Figure 1. Met1 routing.
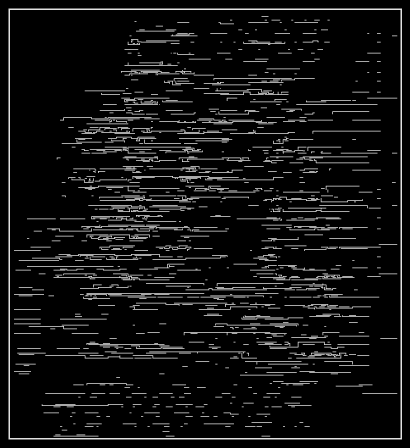
Figure 2. M2 wires.
Bar = 20 µm.
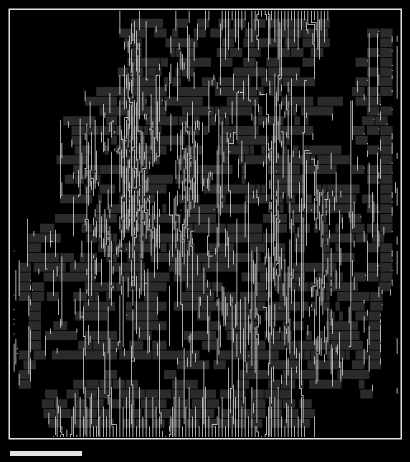
Figure 3. Signal wires on met3.
Bar = 20 µm.
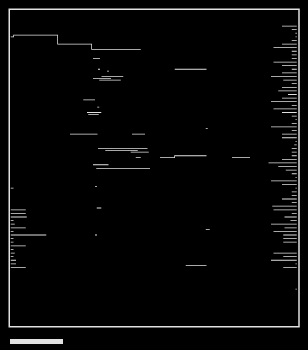
Figure 4. The metal 4 layer.
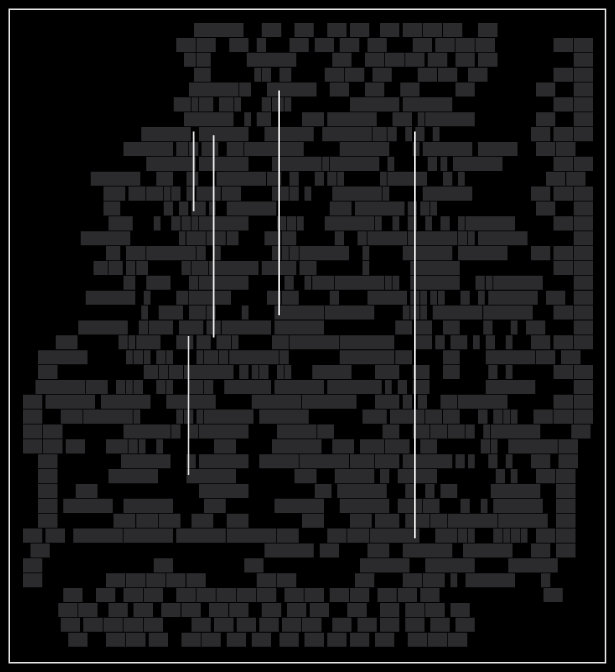
[config.mk]
export PLATFORM = sky130hd
export DESIGN_NAME = agu_pipe
export DESIGN_NICKNAME = d
export VERILOG_FILES = /design/src/rtl/agu_pipe.sv
export SDC_FILE = /design/constraint.sdc
export NUM_CORES = 1
export LEC_CHECK = 0
export CAP_MARGIN = 10
export CORE_ASPECT_RATIO = 1.1
export CORE_MARGIN = 2
export CORE_UTILIZATION = 46
export CTS_CLUSTER_DIAMETER = 50
export CTS_CLUSTER_SIZE = 12
export DETAILED_ROUTE_END_ITERATION = 7
export PLACE_DENSITY_LB_ADDON = 0.2
export RECOVER_POWER = 50
export SKIP_CTS_REPAIR_TIMING = 1
export SLEW_MARGIN = 5
export SYNTH_ARGS = -nofsm -noshare
export SYNTH_HDL_FRONTEND = slang
export SYNTH_SLANG_ARGS = --single-unit
[constraint.sdc]
create_clock -name clk -period 3.36 [get_ports clk]
set_clock_uncertainty 0.05 [all_clocks]
set_input_delay 0.672 -clock clk [delete_from_list [all_inputs] [get_ports clk]]
set_output_delay 0.672 -clock clk [all_outputs]
set_load 0.02 [all_outputs]
[src/rtl/agu_pipe.sv]
// agu_pipe: two-stage address generation unit for a radix-LANES, N = 2**N_LOG
// point transform. It walks (stage, group) pairs. Stage 1 registers the
// per-lane element orders. Stage 2 registers the per-lane memory address and
// bank, and drives the out_valid/out_ready stream.
// Optional feature macro: AGU_BANK_XOR_EN. When it is defined, the bank is the
// XOR of the base-2**B digits of the order. When it is undefined, the bank is
// the sum of those digits modulo LANES.
module agu_pipe #(
  parameter int LANES = 16,
  parameter int N_LOG = 12
) (
  input  logic                                             clk,
  input  logic                                             rst,
  input  logic                                             start,
  input  logic                                             out_ready,
  output logic                                             out_valid,
  output logic [LANES*(N_LOG-$clog2(LANES))-1:0]           ma_idx,
  output logic [LANES*$clog2(LANES)-1:0]                   bn_idx,
  output logic [((N_LOG/$clog2(LANES)) > 1 ?
                 $clog2(N_LOG/$clog2(LANES)) : 1)-1:0]     out_stage,
  output logic                                             out_last,
  output logic                                             busy,
  output logic                                             done
);

  localparam int B      = (LANES > 1) ? $clog2(LANES) : 1;
  localparam int STAGES = N_LOG / B;
  localparam int MA_W   = N_LOG - B;
  localparam int GROUPS = 1 << MA_W;
  localparam int SW     = (STAGES > 1) ? $clog2(STAGES) : 1;
  localparam int GW     = (MA_W > 0) ? MA_W : 1;

  localparam logic [SW-1:0]    STAGE_LAST = SW'(STAGES - 1);
  localparam logic [GW-1:0]    GROUP_LAST = GW'(GROUPS - 1);
  localparam logic [N_LOG-1:0] ALL_ONES   = '1;

  localparam logic [1:0] ST_IDLE  = 2'd0;
  localparam logic [1:0] ST_RUN   = 2'd1;
  localparam logic [1:0] ST_DRAIN = 2'd2;

  // Reject configurations whose digit structure makes no sense.
  if (LANES < 2 || (LANES & (LANES - 1)) != 0) begin : g_chk_lanes
    $error("agu_pipe: LANES must be a power of two and at least 2");
  end
  if ((N_LOG % B) != 0) begin : g_chk_div
    $error("agu_pipe: N_LOG must be a multiple of log2(LANES)");
  end
  if (N_LOG <= B) begin : g_chk_size
    $error("agu_pipe: N_LOG must exceed log2(LANES) so the address field is non-empty");
  end

  // Control state and the walk counters.
  logic [1:0]    state_q, state_d;
  logic [SW-1:0] stage_cnt_q, stage_cnt_d;
  logic [GW-1:0] group_cnt_q, group_cnt_d;

  // Stage 1 holds the element orders of one (stage, group) pair.
  logic                   s1_valid_q, s1_valid_d;
  logic [LANES*N_LOG-1:0] s1_order_q, s1_order_d;
  logic [SW-1:0]          s1_stage_q, s1_stage_d;
  logic                   s1_last_q, s1_last_d;

  // Stage 2 is the output register that the consumer sees.
  logic                  out_valid_q, out_valid_d;
  logic [LANES*MA_W-1:0] ma_q, ma_d;
  logic [LANES*B-1:0]    bn_q, bn_d;
  logic [SW-1:0]         stage_q, stage_d;
  logic                  last_q, last_d;
  logic                  done_q, done_d;

  // Combinational helpers.
  logic                   s2_ready;
  logic                   s1_ready;
  logic                   gen_fire;
  logic                   final_pair;
  logic                   final_hs;
  logic [LANES*N_LOG-1:0] gen_order;
  logic [LANES*MA_W-1:0]  ma_calc;
  logic [LANES*B-1:0]     bn_calc;
  logic [N_LOG-1:0]       g_ext;
  logic [B-1:0]           acc;
  int                     sh;

  // Each stage accepts new data when it is empty or is emptying this cycle,
  // so the pipe runs without bubbles when the consumer stays ready.
  always_comb begin
    s2_ready   = !out_valid_q || out_ready;
    s1_ready   = !s1_valid_q || s2_ready;
    gen_fire   = (state_q == ST_RUN) && s1_ready;
    final_pair = (stage_cnt_q == STAGE_LAST) && (group_cnt_q == GROUP_LAST);
    final_hs   = out_valid_q && out_ready && last_q;
  end

  // Compute the order of every lane for the current (stage, group) pair:
  // the high group bits move above the lane digit, and the low group bits
  // stay below it.
  always_comb begin
    gen_order = '0;
    g_ext     = N_LOG'(group_cnt_q);
    sh        = B * int'(stage_cnt_q);
    for (int k = 0; k < LANES; k++) begin
      gen_order[k*N_LOG +: N_LOG] = ((g_ext >> sh) << (sh + B))
                                  | (N_LOG'(k) << sh)
                                  | (g_ext & ~(ALL_ONES << sh));
    end
  end

  // Translate the stage 1 orders into a bank address (order without its
  // lowest digit) and a bank number that is built by hashing all digits.
  always_comb begin
    ma_calc = '0;
    bn_calc = '0;
    acc     = '0;
    for (int k = 0; k < LANES; k++) begin
      ma_calc[k*MA_W +: MA_W] = s1_order_q[k*N_LOG + B +: MA_W];
      acc = '0;
      for (int j = 0; j < STAGES; j++) begin
`ifdef AGU_BANK_XOR_EN
        acc = acc ^ s1_order_q[k*N_LOG + j*B +: B];
`else
        acc = acc + s1_order_q[k*N_LOG + j*B +: B];
`endif
      end
      bn_calc[k*B +: B] = acc;
    end
  end

  // Next-state logic for the FSM, the walk counters and both pipeline stages.
  always_comb begin
    state_d     = state_q;
    stage_cnt_d = stage_cnt_q;
    group_cnt_d = group_cnt_q;
    s1_valid_d  = s1_valid_q;
    s1_order_d  = s1_order_q;
    s1_stage_d  = s1_stage_q;
    s1_last_d   = s1_last_q;
    out_valid_d = out_valid_q;
    ma_d        = ma_q;
    bn_d        = bn_q;
    stage_d     = stage_q;
    last_d      = last_q;
    done_d      = 1'b0;

    case (state_q)
      ST_IDLE: begin
        if (start) begin
          state_d     = ST_RUN;
          stage_cnt_d = '0;
          group_cnt_d = '0;
        end
      end
      ST_RUN: begin
        if (gen_fire && final_pair) begin
          state_d = ST_DRAIN;
        end
      end
      ST_DRAIN: begin
        if (final_hs) begin
          state_d = ST_IDLE;
          done_d  = 1'b1;
        end
      end
      default: begin
        state_d = ST_IDLE;
      end
    endcase

    if (gen_fire) begin
      if (group_cnt_q == GROUP_LAST) begin
        group_cnt_d = '0;
        stage_cnt_d = (stage_cnt_q == STAGE_LAST) ? '0 : stage_cnt_q + 1'b1;
      end else begin
        group_cnt_d = group_cnt_q + 1'b1;
      end
      s1_valid_d = 1'b1;
      s1_order_d = gen_order;
      s1_stage_d = stage_cnt_q;
      s1_last_d  = final_pair;
    end else if (s2_ready) begin
      s1_valid_d = 1'b0;
    end

    if (s2_ready) begin
      out_valid_d = s1_valid_q;
      last_d      = s1_valid_q && s1_last_q;
      if (s1_valid_q) begin
        ma_d    = ma_calc;
        bn_d    = bn_calc;
        stage_d = s1_stage_q;
      end
    end
  end

  // Register all state. Reset clears everything so the outputs read zero at once.
  always_ff @(posedge clk or posedge rst) begin
    if (rst) begin
      state_q     <= ST_IDLE;
      stage_cnt_q <= '0;
      group_cnt_q <= '0;
      s1_valid_q  <= 1'b0;
      s1_order_q  <= '0;
      s1_stage_q  <= '0;
      s1_last_q   <= 1'b0;
      out_valid_q <= 1'b0;
      ma_q        <= '0;
      bn_q        <= '0;
      stage_q     <= '0;
      last_q      <= 1'b0;
      done_q      <= 1'b0;
    end else begin
      state_q     <= state_d;
      stage_cnt_q <= stage_cnt_d;
      group_cnt_q <= group_cnt_d;
      s1_valid_q  <= s1_valid_d;
      s1_order_q  <= s1_order_d;
      s1_stage_q  <= s1_stage_d;
      s1_last_q   <= s1_last_d;
      out_valid_q <= out_valid_d;
      ma_q        <= ma_d;
      bn_q        <= bn_d;
      stage_q     <= stage_d;
      last_q      <= last_d;
      done_q      <= done_d;
    end
  end

  assign out_valid = out_valid_q;
  assign ma_idx    = ma_q;
  assign bn_idx    = bn_q;
  assign out_stage = stage_q;
  assign out_last  = last_q;
  assign busy      = (state_q != ST_IDLE);
  assign done      = done_q;

endmodule

==> Changelog: implementation <==
### Implementation results

* R2r setup slk at roughly 840 ps
* Slew Viols, Final at roughly 44
* Number of antenna diodes at 0
* Worst Setup SP: out_ready
* Yosys cell types at roughly 45
* Slew @ Worst Pin at approximately 2000 ps
* Post-Syn Area at between 0.005 and 0.006 mm²
* Initial antenna violation count at 0
* Gr usage total at 0.168
* VDD IR max at about 410 µV
* Die Y at around 120 µm
* FP Rows at roughly 42
* Synth Instances at 544
* First-pass GRT wire length at 17.2 mm
* Non-filler cells, final at around 750
* Cell taking the most area after synthesis: dfrtp_1
* Area post-placement at between 0.006 and 0.007 mm²
* HPWL after detailed placement at roughly 8.2 mm
* CTS tree: done
* CTS Buf Count at 9
* Num Clock Sinks at approximately 90
* Mean Syn Cell Area at around 10 µm²
* CTS clock-pin slew for the worst setup and hold paths at ~60 ps
* Root Buffer: clkbuf_16
* Synthesized flop and latch total at 91
* Clk_lat worst skew at 350 ps
* Antenna Nets Post-Route at 0
* Post-synth ARST share at 1.00
* Static leakage at around 3.0 nW
* Finish-stage setup viols at 0
* Top sig layer: met4
* Yosys chip area at between 0.005 and 0.006 mm²
* Worst R2R End: s1_order_q[138]$_DFFE_PP0P_
* Routability cong. at approximately 0.86
* Max-cap violation count at 1
* Crit Path Category: input pin to register
* Largest net degree at the start of global routing at around 50
* Initial drt markers at about 170
* Dominant flop cell: dfrtp_1
* Critical Path Source Type: input pin
* Slowest cell on crit path: nand2_1
* Worst hold path class: register to register
* Log Warnings at 32
* Post-synth EDFFs at 0
* Final-report hold violation count at 0
* IO Count at approximately 200
* Vias in the first global route at around 3400
* R2R depth at 5
* Critical Path Fanout Max at 26
* Die W at around 110 µm
* Die Area at between 0.01 and 0.015 mm²
* Min cycle time layout at between 2000 and 3000 ps
* Arrival time worst endpoint at between 2000 and 3000 ps
* RR Startpoint: stage_cnt_q[1]$_DFF_PP0_
* DP Cell Count at around 740
* Yosys cell count at between 500 and 600
* Count of input and output buffers at 201
* Nets at roughly 620
* Failing checks: max-capacitance violations, max-slew violations
* Relative slew slack at -0.340
* Vias per cell at between 4 and 5
* Crit-path cells: dlygate4sd3_1 > nand2b_1 > nand2_1 > clkbuf_1 > o21ai_0
* H-tree Lvls at 3
* Worst EP required at between 3000 and 4000 ps
* CP endpoint: bn_idx[51]$_DFFE_PP0P_
* FMAX at between 300 and 400 MHz
* Synth area leaders: dfrtp_1 41%, buf_4 20%, mux2_2 5.1%
* Top-area cell share at 0.410
* DR DRC count at 0
* Setup crit end kind: register
* Share of cells above drive strength 1 at 0.0920
* Routed met1 length at approximately 4.4 mm
* Core area at around 0.012 mm²
* Outcome: complete, but fails checks
* CP peak stage delay at 790 ps
* Yosys warnings at 0
* RSZ-0062 raised after global routing: false
* Pwr/cell area at ~860 mW/mm²
* Clock buffer depth at 2
* Met3 wire len at 557 µm
* Grt total ovfl at 0
* Post-Syn Nets at roughly 570
* Met2 wire len at between 5 and 6 mm
* Setup TNS at 0 ps
* Seq share, synth at 0.410
* FP Util at 0.466
* Post-layout instance area at 0.00691 mm²
* Routed len/inst at 14.3 µm
* Period utilization at 0.836
* Initial DRT Pass Iterations at 4
* Syn-to-layout area delta at 24.3%
-- Figure 1 (at the start) --
main direction	horizontal
longest straight run	32.7 µm
nets with wire on the layer	508

-- Figure 2 (at the start) --
nets with wire on the layer	551
longest straight run	68.5 µm
main direction	vertical
wire length on this layer	5620 µm

-- Figure 3 (at the start) --
wire length on this layer	558 µm
main direction	horizontal
nets with wire on the layer	99
share of all routed wire	5.2%

-- Figure 4 (at the start) --
longest straight run	74.1 µm
share of all routed wire	1.8%
DRT Wirelength: 10.8 mm
vias: 3642

cell usage in the layout, fill, tap and decap left out, types with 13 or more instances in the layout:
master             n
xor2_1            13
inv_1             19
ha_1              16
dlygate4sd3_1     56
mux2_2            25
dfrtp_1           91
nand2_1           56
o21ai_0           52
clkdlybuf4s50_1  145
a21oi_1           16
metal layers:
metal / GRT usage / vias to the layer above
met4: 0.0649 / 0
met1: 0.212 / 1739
met5: 0 / -
met3: 0.0252 / 14
li1: - / 1759
met2: 0.287 / 130
final cells by class:
class	count	area, µm²
Clock buffer	9	225
Clock inverter	6	65.1
Fill cell	1017	5020
Inverter	20	76.3
Multi-Input combinational cell	264	2010
Sequential cell	91	2280
Tap cell	154	193
Timing Repair Buffer	208	2060
synthesized netlist by cell type, types with 3 or more instances:
cell / n
a22o_1: 6
xor2_1: 13
fa_1: 8
clkbuf_1: 11
nand2b_1: 3
buf_2: 10
nor3_1: 3
a22oi_1: 3
o21ai_1: 6
buf_4: 146
o21ai_0: 47
a21oi_1: 16
dfrtp_1: 91
nor4_1: 5
ha_1: 16
a21boi_0: 3
nand2_1: 56
inv_1: 20
nand3_1: 6
xnor2_4: 4
xnor2_1: 12
nor2_1: 3
mux2_2: 25
report_power, final:
group	switching, mW	total, mW	leakage [nW]	internal (mW)
combinational	1.68	3.23	1.66	1.55
clock	0.428	1.00	0.142	0.575
sequential	0.316	1.70	1.15	1.38
worst max-delay path: cells and delay by family:
| family | cells | cell delay (ps) |
|---|---|---|
| compound gates | 1 | 180 |
| buf+inv | 2 | 1100 |
| simple gates | 2 | 990 |
worst min path at each step:
stage | from | end | slack (ps) | cells after the start
finish | bn_idx[23]$_DFFE_PP0P_ | bn_idx[23]$_DFFE_PP0P_ | 420 | 2
global placement | s1_order_q[87]$_DFFE_PP0P_ | s1_order_q[87]$_DFFE_PP0P_ | 420 | 2
CTS | s1_order_q[190]$_DFFE_PP0P_ | s1_order_q[190]$_DFFE_PP0P_ | 440 | 2
floorplan | s1_stage_q[0]$_DFFE_PP0P_ | s1_stage_q[0]$_DFFE_PP0P_ | 400 | 2
global route | bn_idx[38]$_DFFE_PP0P_ | bn_idx[38]$_DFFE_PP0P_ | 480 | 2
detailed placement | s1_order_q[190]$_DFFE_PP0P_ | s1_order_q[190]$_DFFE_PP0P_ | 420 | 2
state kept, by name (all words and copies together) (netlist names):
register     cells
group_cnt_q      8
bn_idx          30
s1_valid_q       1
out_stage        2
s1_stage_q       2
ma_idx          16
s1_last_q        1
out_last         1
s1_order_q      24
state_q          2
stage_cnt_q      2
out_valid        1
done             1
stage by stage:
stage               power [mW]  utilization  hold slack [ps]  worst slack, ps
global route              6.25        0.579              477              322
global placement          5.07        0.556              422              625
finish                    5.93        0.579              425              551
floorplan                 4.15            -              396              274
CTS                       6.12        0.581              437              820
detailed placement        5.12        0.556              424              608
kinds of logic after synthesis:
| group | count (synthesis) | share of synthesized area |
|---|---|---|
| buffers and inverters | 189 | 0.229 |
| AOI/OAI and AO/OA | 95 | 0.101 |
| DFF | 91 | 0.410 |
| and+or+nand+nor | 87 | 0.0739 |
| xor gates and xnor gates | 31 | 0.0678 |
| muxes | 27 | 0.0543 |
| adders and majority gates | 24 | 0.0648 |
Power is estimated from default activity; no workload was simulated.
